[src/rtl/piece_position_driver.sv]
// -----------------------------------------------------------------------------
// piece_position_driver
//
// Holds the falling piece's anchor position in grid units (col, row) and
// drives the matching playfield pixel coordinates:
//     sq2 = 240 + 20*col      sq0 = 60 + 20*row
// The pixel coordinates are kept in their own registers and stepped by +/-20
// alongside the grid counters, so no multiplier is needed.
// Executes left/right/soft-down commands, gravity steps and hard drops, and
// pulses `landed` for one cycle when the piece locks.
//
// Parameters
//   GRAVITY_DIV  clock cycles between gravity steps (>= 2)
//   SPAWN_COL    spawn column, 0..9
//
// Ports
//   clk            system clock
//   rst            asynchronous, active-high reset
//   spawn          start a new piece at (SPAWN_COL, 0); honoured only in IDLE
//   cmd_valid      command request
//   cmd[1:0]       00 left, 01 right, 10 soft down, 11 hard drop
//   cmd_ready      command accepted when cmd_valid & cmd_ready
//   blocked_left   collision flags for the current registered position
//   blocked_right
//   blocked_down
//   col[3:0]       current column, 0..9
//   row[4:0]       current row, 0..19
//   sq2[9:0]       pixel x of the anchor
//   sq0[9:0]       pixel y of the anchor
//   active         a piece is in play
//   landed         one-cycle pulse in the lock cycle
// -----------------------------------------------------------------------------
module piece_position_driver #(
    parameter int GRAVITY_DIV = 25_000_000,
    parameter int SPAWN_COL   = 4
) (
    input  logic       clk,
    input  logic       rst,
    input  logic       spawn,
    input  logic       cmd_valid,
    input  logic [1:0] cmd,
    output logic       cmd_ready,
    input  logic       blocked_left,
    input  logic       blocked_right,
    input  logic       blocked_down,
    output logic [3:0] col,
    output logic [4:0] row,
    output logic [9:0] sq2,
    output logic [9:0] sq0,
    output logic       active,
    output logic       landed
);

    typedef enum logic [1:0] {
        S_IDLE,
        S_ACTIVE,
        S_DROP,
        S_LAND
    } state_e;

    localparam logic [1:0] CMD_LEFT  = 2'b00;
    localparam logic [1:0] CMD_RIGHT = 2'b01;
    localparam logic [1:0] CMD_DOWN  = 2'b10;
    localparam logic [1:0] CMD_HARD  = 2'b11;

    localparam logic [3:0] COL_MAX = 4'd9;
    localparam logic [4:0] ROW_MAX = 5'd19;
    localparam logic [9:0] STEP    = 10'd20;
    localparam logic [9:0] X0      = 10'd240;
    localparam logic [9:0] Y0      = 10'd60;
    // Elaboration-time constant; no runtime multiply.
    localparam logic [9:0] SPAWN_X = 10'(240 + 20 * SPAWN_COL);

    localparam int              CNT_W   = (GRAVITY_DIV > 1) ? $clog2(GRAVITY_DIV) : 1;
    localparam logic [CNT_W-1:0] CNT_MAX = CNT_W'(GRAVITY_DIV - 1);

    state_e           state, state_n;
    logic [3:0]       col_n;
    logic [4:0]       row_n;
    logic [9:0]       sq2_n, sq0_n;
    logic [CNT_W-1:0] gcnt, gcnt_n;
    logic             pend, pend_n;

    logic tick;       // gravity counter wraps this cycle
    logic accept;     // command handshake this cycle
    logic floor_hit;  // a downward step from here would lock the piece
    logic do_down;    // one soft-down step (command, tick, pending tick or drop)

    assign tick      = (state == S_ACTIVE) && (gcnt == CNT_MAX);
    assign cmd_ready = (state == S_ACTIVE) && !pend;
    assign accept    = cmd_valid && cmd_ready;
    assign floor_hit = (row == ROW_MAX) || blocked_down;

    // The piece stays "in play" through the lock cycle; active drops on the
    // edge that returns to IDLE.
    assign active = (state != S_IDLE);
    assign landed = (state == S_LAND);

    // -------------------------------------------------------------------------
    // Next-state and datapath
    // -------------------------------------------------------------------------
    always_comb begin
        // NOTE: every signal assigned here gets a default first, so no path
        // through the case statement can leave it unassigned and infer a latch.
        state_n = state;
        col_n   = col;
        row_n   = row;
        sq2_n   = sq2;
        sq0_n   = sq0;
        gcnt_n  = gcnt;
        pend_n  = pend;
        do_down = 1'b0;

        unique case (state)
            S_IDLE: begin
                if (spawn) begin
                    state_n = S_ACTIVE;
                    col_n   = 4'(SPAWN_COL);
                    row_n   = '0;
                    sq2_n   = SPAWN_X;
                    sq0_n   = Y0;
                    gcnt_n  = '0;
                    pend_n  = 1'b0;
                end
            end

            S_ACTIVE: begin
                gcnt_n = tick ? '0 : gcnt + CNT_W'(1);

                if (pend) begin
                    // Deferred gravity step; cmd_ready is low so no command
                    // competes with it. The counter already wrapped when the
                    // tick fired, so the gravity period stays regular.
                    pend_n  = 1'b0;
                    do_down = 1'b1;
                end else if (accept) begin
                    unique case (cmd)
                        CMD_LEFT: begin
                            if (col != 4'd0 && !blocked_left) begin
                                col_n = col - 4'd1;
                                sq2_n = sq2 - STEP;
                            end
                            pend_n = tick;
                        end
                        CMD_RIGHT: begin
                            if (col != COL_MAX && !blocked_right) begin
                                col_n = col + 4'd1;
                                sq2_n = sq2 + STEP;
                            end
                            pend_n = tick;
                        end
                        CMD_DOWN: begin
                            // A manual step restarts the gravity interval, so
                            // a coincident tick is simply dropped.
                            gcnt_n  = '0;
                            do_down = 1'b1;
                        end
                        CMD_HARD: begin
                            state_n = S_DROP;
                        end
                        default: ;
                    endcase
                end else if (tick) begin
                    do_down = 1'b1;
                end
            end

            S_DROP: begin
                do_down = 1'b1;
            end

            S_LAND: begin
                state_n = S_IDLE;
            end

            default: state_n = S_IDLE;
        endcase

        if (do_down) begin
            if (floor_hit) begin
                state_n = S_LAND;
            end else begin
                row_n = row + 5'd1;
                sq0_n = sq0 + STEP;
            end
        end

        // Gravity only runs in ACTIVE; leaving it discards any pending tick.
        if (state_n != S_ACTIVE) begin
            gcnt_n = '0;
            pend_n = 1'b0;
        end
    end

    // -------------------------------------------------------------------------
    // State and position registers
    // -------------------------------------------------------------------------
    always_ff @(posedge clk or posedge rst) begin
        if (rst) begin
            state <= S_IDLE;
            col   <= '0;
            row   <= '0;
            sq2   <= X0;
            sq0   <= Y0;
            gcnt  <= '0;
            pend  <= 1'b0;
        end else begin
            // NOTE: non-blocking assignments here, so every register samples
            // the values computed from the previous cycle's state.
            state <= state_n;
            col   <= col_n;
            row   <= row_n;
            sq2   <= sq2_n;
            sq0   <= sq0_n;
            gcnt  <= gcnt_n;
            pend  <= pend_n;
        end
    end

endmodule

[config.mk]
export PLATFORM = sky130hd
export DESIGN_NAME = piece_position_driver
export DESIGN_NICKNAME = d
export VERILOG_FILES = /design/src/rtl/piece_position_driver.sv
export SDC_FILE = /design/constraint.sdc
export NUM_CORES = 1
export LEC_CHECK = 0
export CAP_MARGIN = 30
export CORE_ASPECT_RATIO = 0.7
export CORE_MARGIN = 1.5
export CORE_UTILIZATION = 35
export CTS_BUF_LIST = sky130_fd_sc_hd__clkbuf_8
export DETAILED_ROUTE_END_ITERATION = 10
export PLACE_DENSITY = 0.62
export SLEW_MARGIN = 40
export SYNTH_ARGS = -nofsm -noshare
export SYNTH_HDL_FRONTEND = slang
export SYNTH_SLANG_ARGS = --single-unit
[constraint.sdc]
create_clock -name clk -period 2.7 [get_ports clk]
set_input_delay 0.27 -clock clk [delete_from_list [all_inputs] [get_ports clk]]
set_output_delay 0.27 -clock clk [all_outputs]
set_load 0.02 [all_outputs]
Power grid:
Pins as bars on the die edge. Tap cells in grey.
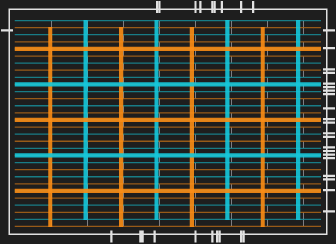
[cyan] VDD
[orange] VSS
tap cells: 124
met1 rails: 30
met4 straps: 8
rows: 29
DIE WIDTH: 121.1 um
Worst VDD drop: 0.0002337 V
chip height: 85.64 um

Cell classes on the final placement:
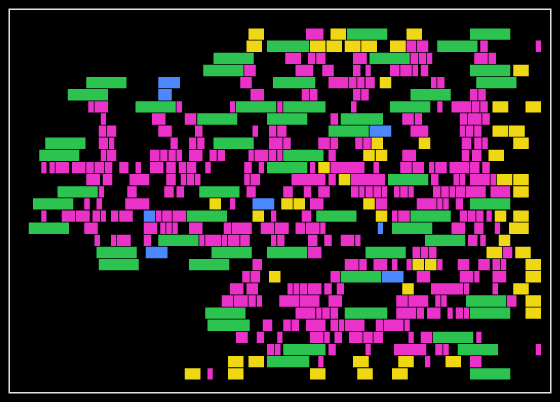
[yellow] remaining buffers and delay cells | cells: 57
[blue] clock drivers and dummy loads | cells: 8
[magenta] remaining logic cells | cells: 314
[green] sequential cells | cells: 55

-- kinds of logic after synthesis --
logic type | count (synthesis) | synth area share [%]
compound gates | 81 | 15.21
xor+xnor | 21 | 5.387
fa+ha+maj | 18 | 7.036
buf+inv | 33 | 4.251
flops | 55 | 40.60
mux | 4 | 1.282
other cells | 1 | 0.1098
simple gates | 169 | 26.13
-- layer usage --
metal,routed length (um),up-vias
met1,4477,1461
met3,479,8
met4,93,0
met2,3441,77
li1,-,1476
met5,0,-
-- registers in the layout, indices dropped and copies added, names as in the netlist --
register  flops
gcnt         25
sq0          10
sq2           8
row           5
col           4
state         2
pend          1
-- power by group --
group | internal [mW] | switching, mW
registers | 0.985 | 0.167
logic | 0.747 | 1.12
clock network | 0.183 | 0.290
==> impl_metrics.toml <==
# physical design summary
[final_layout]
clock_buffers = 5
n_all_inverters = 19
logic_gates = 295
layout_top_cell = "dfrtp_1"
comb_share_pct = 45.98
most-common-layout-cells = "47 x dfrtp_1, 37 x nor2_1, 37 x clkdlybuf4s50_1"
dominant_cells = "combinational gates"
finalNetCount = 460
final_cells = 558

[critical_path]
cp-start-kind = "flop"
worst_r2r_path_depth = 8
rrSetupSlack_ps = 200
critPathLaunch = "state[1]"
slowest_delay_ps = 450
cp_max_fo = 5

[global_route]
met1_usage_pct = 27.10
grt_util_all_layers_pct = 17.35
grt_util_met3_pct = 3.191
grt_max_degree = 22

[clock_tree]
postCtsSetupBuffers = 0
cts.repair.resized = 0
cts_tree = "yes"
hold_buffers = 0
cts.clk_slew.worst_paths_ps = 110

[detailed_routing]
drtIter0Drc = 144
drt_wl_total_um = 8492

[sta]
post-route-min-period_ps = 2501
timing.final.crit_share_pct = 92.64

[placement]
post-place-ws_ps = 62.81
dpl_cell_area_um2 = 4023
post-dp-hpwl_um = 6249

[logic_synthesis]
syn-cell-area_um2 = 3415
ys.flops = 55
yosysMostFrequentCell = "dfrtp_1"
area_leaders = "dfrtp_1 34%, dfstp_2 6.2%, ha_1 5.9%, nand3_1 5.3%, nor2_1 4.1%"

[power]
finalPower_mw = 3.494
cellPowerDensity_nw_per_um2 = 847.4

[status]
status = "completed"
Power and IR drop assume default switching activity.
